`src/rtl/ttl_and_bank_filtered.sv`:
```
// ---------------------------------------------------------------------------
// ttl_and_bank_filtered
//
// Bank of CHANNELS independent AND gates, each with INPUTS inputs, modelled
// on the 7421 dual 4-input AND. Every channel has a per-input mask, a
// registered sample of the raw AND result and a stability filter. Y follows
// a new result only after that result has persisted for FILTER clocks, so
// the outputs are glitch-free and synchronous to CLK.
//
// Optional build macro: TTL_AND_BANK_NAND_EN
//   Defined     -> NAND bank (7420 style). Filtering still runs on the AND
//                  result; Y is the inverse of the filtered state, so Y
//                  resets to all ones. CHG and BUSY are unaffected.
//   Not defined -> plain AND outputs, Y resets to all zeros.
//
// Parameters:
//   CHANNELS  number of gates (>=1)
//   INPUTS    inputs per gate (>=2)
//   FILTER    clocks a new result must persist before Y follows (>=1)
//
// Ports:
//   CLK   in   1                  rising-edge clock
//   RST   in   1                  asynchronous active-high reset
//   EN    in   1                  clock enable, low freezes all state
//   IN    in   CHANNELS*INPUTS    gate inputs, channel c at [c*INPUTS +: INPUTS]
//   MASK  in   CHANNELS*INPUTS    1 = input used, 0 = input treated as 1
//   Y     out  CHANNELS           filtered, registered outputs
//   CHG   out  CHANNELS           one-cycle strobe on the edge Y[c] changes
//   BUSY  out  1                  any channel has an unconfirmed change
// ---------------------------------------------------------------------------
module ttl_and_bank_filtered #(
    parameter int CHANNELS = 2,
    parameter int INPUTS   = 4,
    parameter int FILTER   = 3
) (
    input  logic                         CLK,
    input  logic                         RST,
    input  logic                         EN,
    input  logic [CHANNELS*INPUTS-1:0]   IN,
    input  logic [CHANNELS*INPUTS-1:0]   MASK,
    output logic [CHANNELS-1:0]          Y,
    output logic [CHANNELS-1:0]          CHG,
    output logic                         BUSY
);

    // Counter only needs to reach FILTER-1; keep at least one bit.
    localparam int CW = (FILTER > 1) ? $clog2(FILTER) : 1;
    localparam logic [CW-1:0] CNT_LAST = CW'(FILTER - 1);

    logic [CHANNELS-1:0] raw;
    logic [CHANNELS-1:0] samp_q;
    logic [CHANNELS-1:0] state_q;   // filtered AND result, before polarity
    logic [CHANNELS-1:0] chg_q;

    genvar gi;
    generate
        for (gi = 0; gi < CHANNELS; gi++) begin : g_chan
            logic [INPUTS-1:0] in_c;
            logic [INPUTS-1:0] mask_c;
            logic [CW-1:0]     cnt_q;
            logic [CW-1:0]     cnt_d;
            logic              samp_d;
            logic              state_d;
            logic              chg_d;

            assign in_c   = IN[gi*INPUTS +: INPUTS];
            assign mask_c = MASK[gi*INPUTS +: INPUTS];

            // Masked-off pins read as 1, so an all-zero mask yields RAW = 1.
            assign raw[gi] = &(in_c | ~mask_c);

            always_comb begin
                samp_d  = samp_q[gi];
                cnt_d   = cnt_q;
                state_d = state_q[gi];
                chg_d   = 1'b0;     // strobe is never held, including EN=0
                if (EN) begin
                    samp_d = raw[gi];
                    if (samp_q[gi] == state_q[gi]) begin
                        // Result agrees with output: discard any partial count.
                        cnt_d = '0;
                    end else if (cnt_q == CNT_LAST) begin
                        state_d = samp_q[gi];
                        cnt_d   = '0;
                        chg_d   = 1'b1;
                    end else begin
                        cnt_d = cnt_q + 1'b1;
                    end
                end
            end

            always_ff @(posedge CLK or posedge RST) begin
                if (RST) begin
                    samp_q[gi]  <= 1'b0;
                    cnt_q       <= '0;
                    state_q[gi] <= 1'b0;
                    chg_q[gi]   <= 1'b0;
                end else begin
                    samp_q[gi]  <= samp_d;
                    cnt_q       <= cnt_d;
                    state_q[gi] <= state_d;
                    chg_q[gi]   <= chg_d;
                end
            end
        end
    endgenerate

`ifdef TTL_AND_BANK_NAND_EN
    assign Y = ~state_q;
`else
    assign Y = state_q;
`endif

    assign CHG  = chg_q;
    assign BUSY = |(samp_q ^ state_q);

endmodule

```
`config.mk`:
```
export PLATFORM = sky130hd
export DESIGN_NAME = ttl_and_bank_filtered
export DESIGN_NICKNAME = d
export VERILOG_FILES = /design/src/rtl/ttl_and_bank_filtered.sv
export SDC_FILE = /design/constraint.sdc
export NUM_CORES = 1
export LEC_CHECK = 0
export CAP_MARGIN = 20
export CORE_AREA = 2 2 39 41
export DETAILED_ROUTE_END_ITERATION = 8
export DIE_AREA = 0 0 41 43
export PLACE_DENSITY = 0.76
export SETUP_SLACK_MARGIN = 0.2
export SLEW_MARGIN = 20
export SYNTH_ARGS = -nofsm -noshare
export SYNTH_HDL_FRONTEND = slang
export SYNTH_SLANG_ARGS = --single-unit
```
`constraint.sdc`:
```
create_clock -name CLK -period 1.3 [get_ports CLK]
set_input_delay 0.195 -clock CLK [delete_from_list [all_inputs] [get_ports CLK]]
set_output_delay 0.195 -clock CLK [all_outputs]
set_load 0.03 [all_outputs]
```
==> run_1/m1.png <==
Bar = 10 um. Supply wires on this layer in gray.
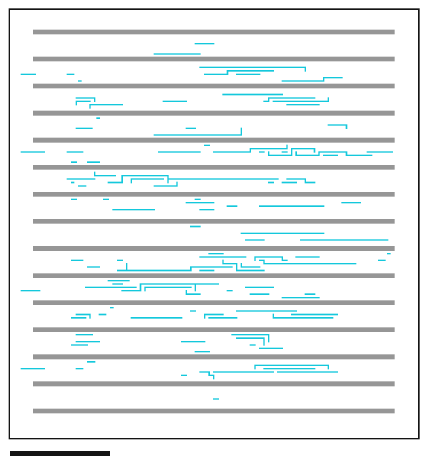
- nets with wire on the layer: 73
- main direction: horizontal
- wire length on this layer: 359 um
- longest straight run: 11.0 um
Post-Route WL: 966 um
via count: 435
met1 Track Usage GR: 0.1717

==> run_1/m2.png <==
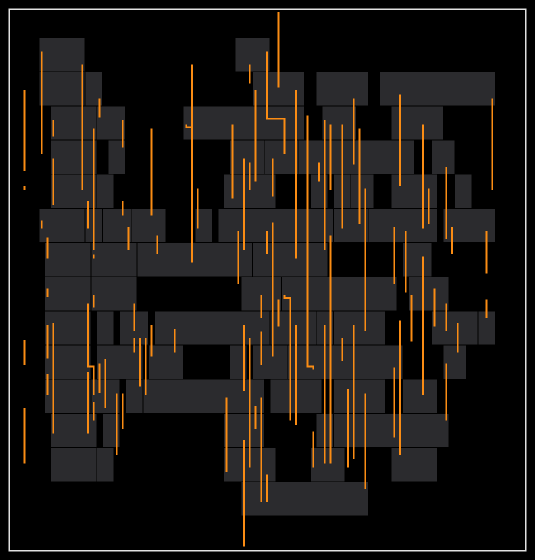
- main direction: vertical
- nets with wire on the layer: 80
- share of all routed wire: 51%

==> run_1/m3.png <==
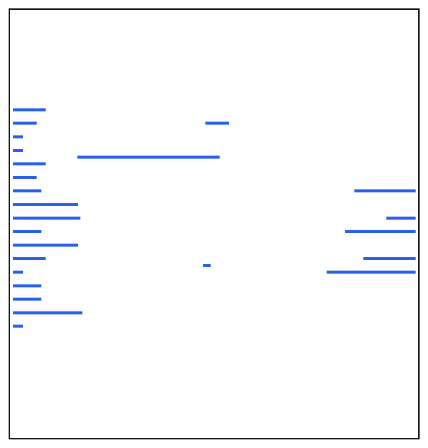
- wire length on this layer: 96.7 um
- main direction: horizontal

==> job_summary.md <==
### Metrics collected by this job

| Metric | Value |
|---|---|
| Clk_skew | 4.221 ps |
| Pre-CTS WS | -170.5 ps |
| Worst Setup EP | BUSY |
| Leak | 0.4163 nW |
| Max Clk Rate | 0.7558 GHz |
| FF+latch count, synth | 10 |
| OpenROAD warning count | 29 |
| Final Hold Viols | 0 |
| Failing checks | negative setup slack |
| Yosys xor share | 0.03794 |
| Iteration-0 DRC count of the detailed router | 0 |
| Mean post-synth cell area | 10.04 um^2 |
| CTS tree | built |
| ANT cells | 0 |
| Comb area leader | AND-OR/OR-AND gates |
| Final ANT Viol Nets | 0 |
| Root buffer cell | clkbuf_4 |
| # nets final | 100 |
| Cell count in the Yosys report | 46 |
| Adder share | 0 |
| Min setup slack post-route | -23.10 ps |
| Layout area overhead | 82.11% |
| Chip area | 1763 um^2 |
| Core outline area | 1384 um^2 |
| Largest area contributor in the netlist | dfrtp_1 |
| Final setup fails | 2 |
| Setup crit start | Y[1]$_DFFE_PP0P_ |
| Post-CTS setup buffer count | 3 |
| Vias per inst | 4.579 |
| HPWL after detailed placement | 736.9 um |
| Critical path data required time | 1110 ps |
| Mux frac, synth | 0.09485 |
| CP startpoint kind | flop |
| Hold/Removal Path Class | in -> async |
| Unrepaired setup endpoints after global routing | true |
| Cts repair resizes | 18 |
| Status | complete, but fails checks |
| Max-slew violation count | 0 |
| RR Endpoint | g_chan[1].cnt_q[0]$_DFFE_PP0P_ |
| Met3 Use GR | 0.06806 |
| DRC errors left | 0 |
| Post-synthesis instance total | 46 |
| Most numerous logic cell after layout | clkdlybuf4s50_1 |
-- run 1: power breakdown --
group          internal, mW  total (mW)  switching, mW  leakage [nW]
Sequential            0.397       0.472         0.0751         0.130
Combinational         0.397       0.686          0.289         0.272
Clock                 0.107       0.206         0.0989        0.0138
Total                 0.900        1.36          0.463         0.416
-- run 1: metal layers --
| metal | share of wire | wire length [um] | vias to the layer above |
|---|---|---|---|
| met5 | 0 | 0 | - |
| met4 | 0.021 | 20 | 0 |
| li1 | - | - | 221 |
| met2 | 0.51 | 491 | 24 |
| met1 | 0.37 | 358 | 186 |
| met3 | 0.099 | 96 | 4 |
-- run 1: Yosys cell counts (all sizes together) --
cell,n
nand3,1
a21o,1
nor3,2
nand3b,1
inv,11
nand2,4
mux2,3
dfrtp,10
o2bb2ai,1
nor2,2
o22ai,4
xnor2,2
o31ai,2
or3,1
mux2i,1
-- run 1: per-stage QoR --
step	instance area (um^2)	power, mW	cells
final	840.8	1.364	95
after global routing	840.8	1.447	95
after CTS	814.5	1.280	93
after detailed placement	744.5	0.9770	87
after global placement	744.5	0.9579	87
after floorplan	481.7	0.7698	46
-- run 1: registers in the layout (all words and copies together), names as in the netlist --
name          cells
g_chan.cnt_q      4
Y                 2
samp_q            2
CHG               2
-- run 1: final cells by class --
type,instances,area [um^2],share of cell area
inverters,11,41.29,0.04911
multi-input cells,25,220.2,0.2619
flip-flops and latches,10,252.7,0.3006
clock buffers,3,22.52,0.02679
well taps,16,20.02,0.02381
repair buffers,30,284.0,0.3378
-- run 1: critical path, stage by stage, from the launching register on --
cell and delay (ps):
dfrtp_2 400, buf_6 130, xnor2_4 140, nand2_2 60
buf_6 140
No activity file was given, so power comes from the tool's default toggle rates.
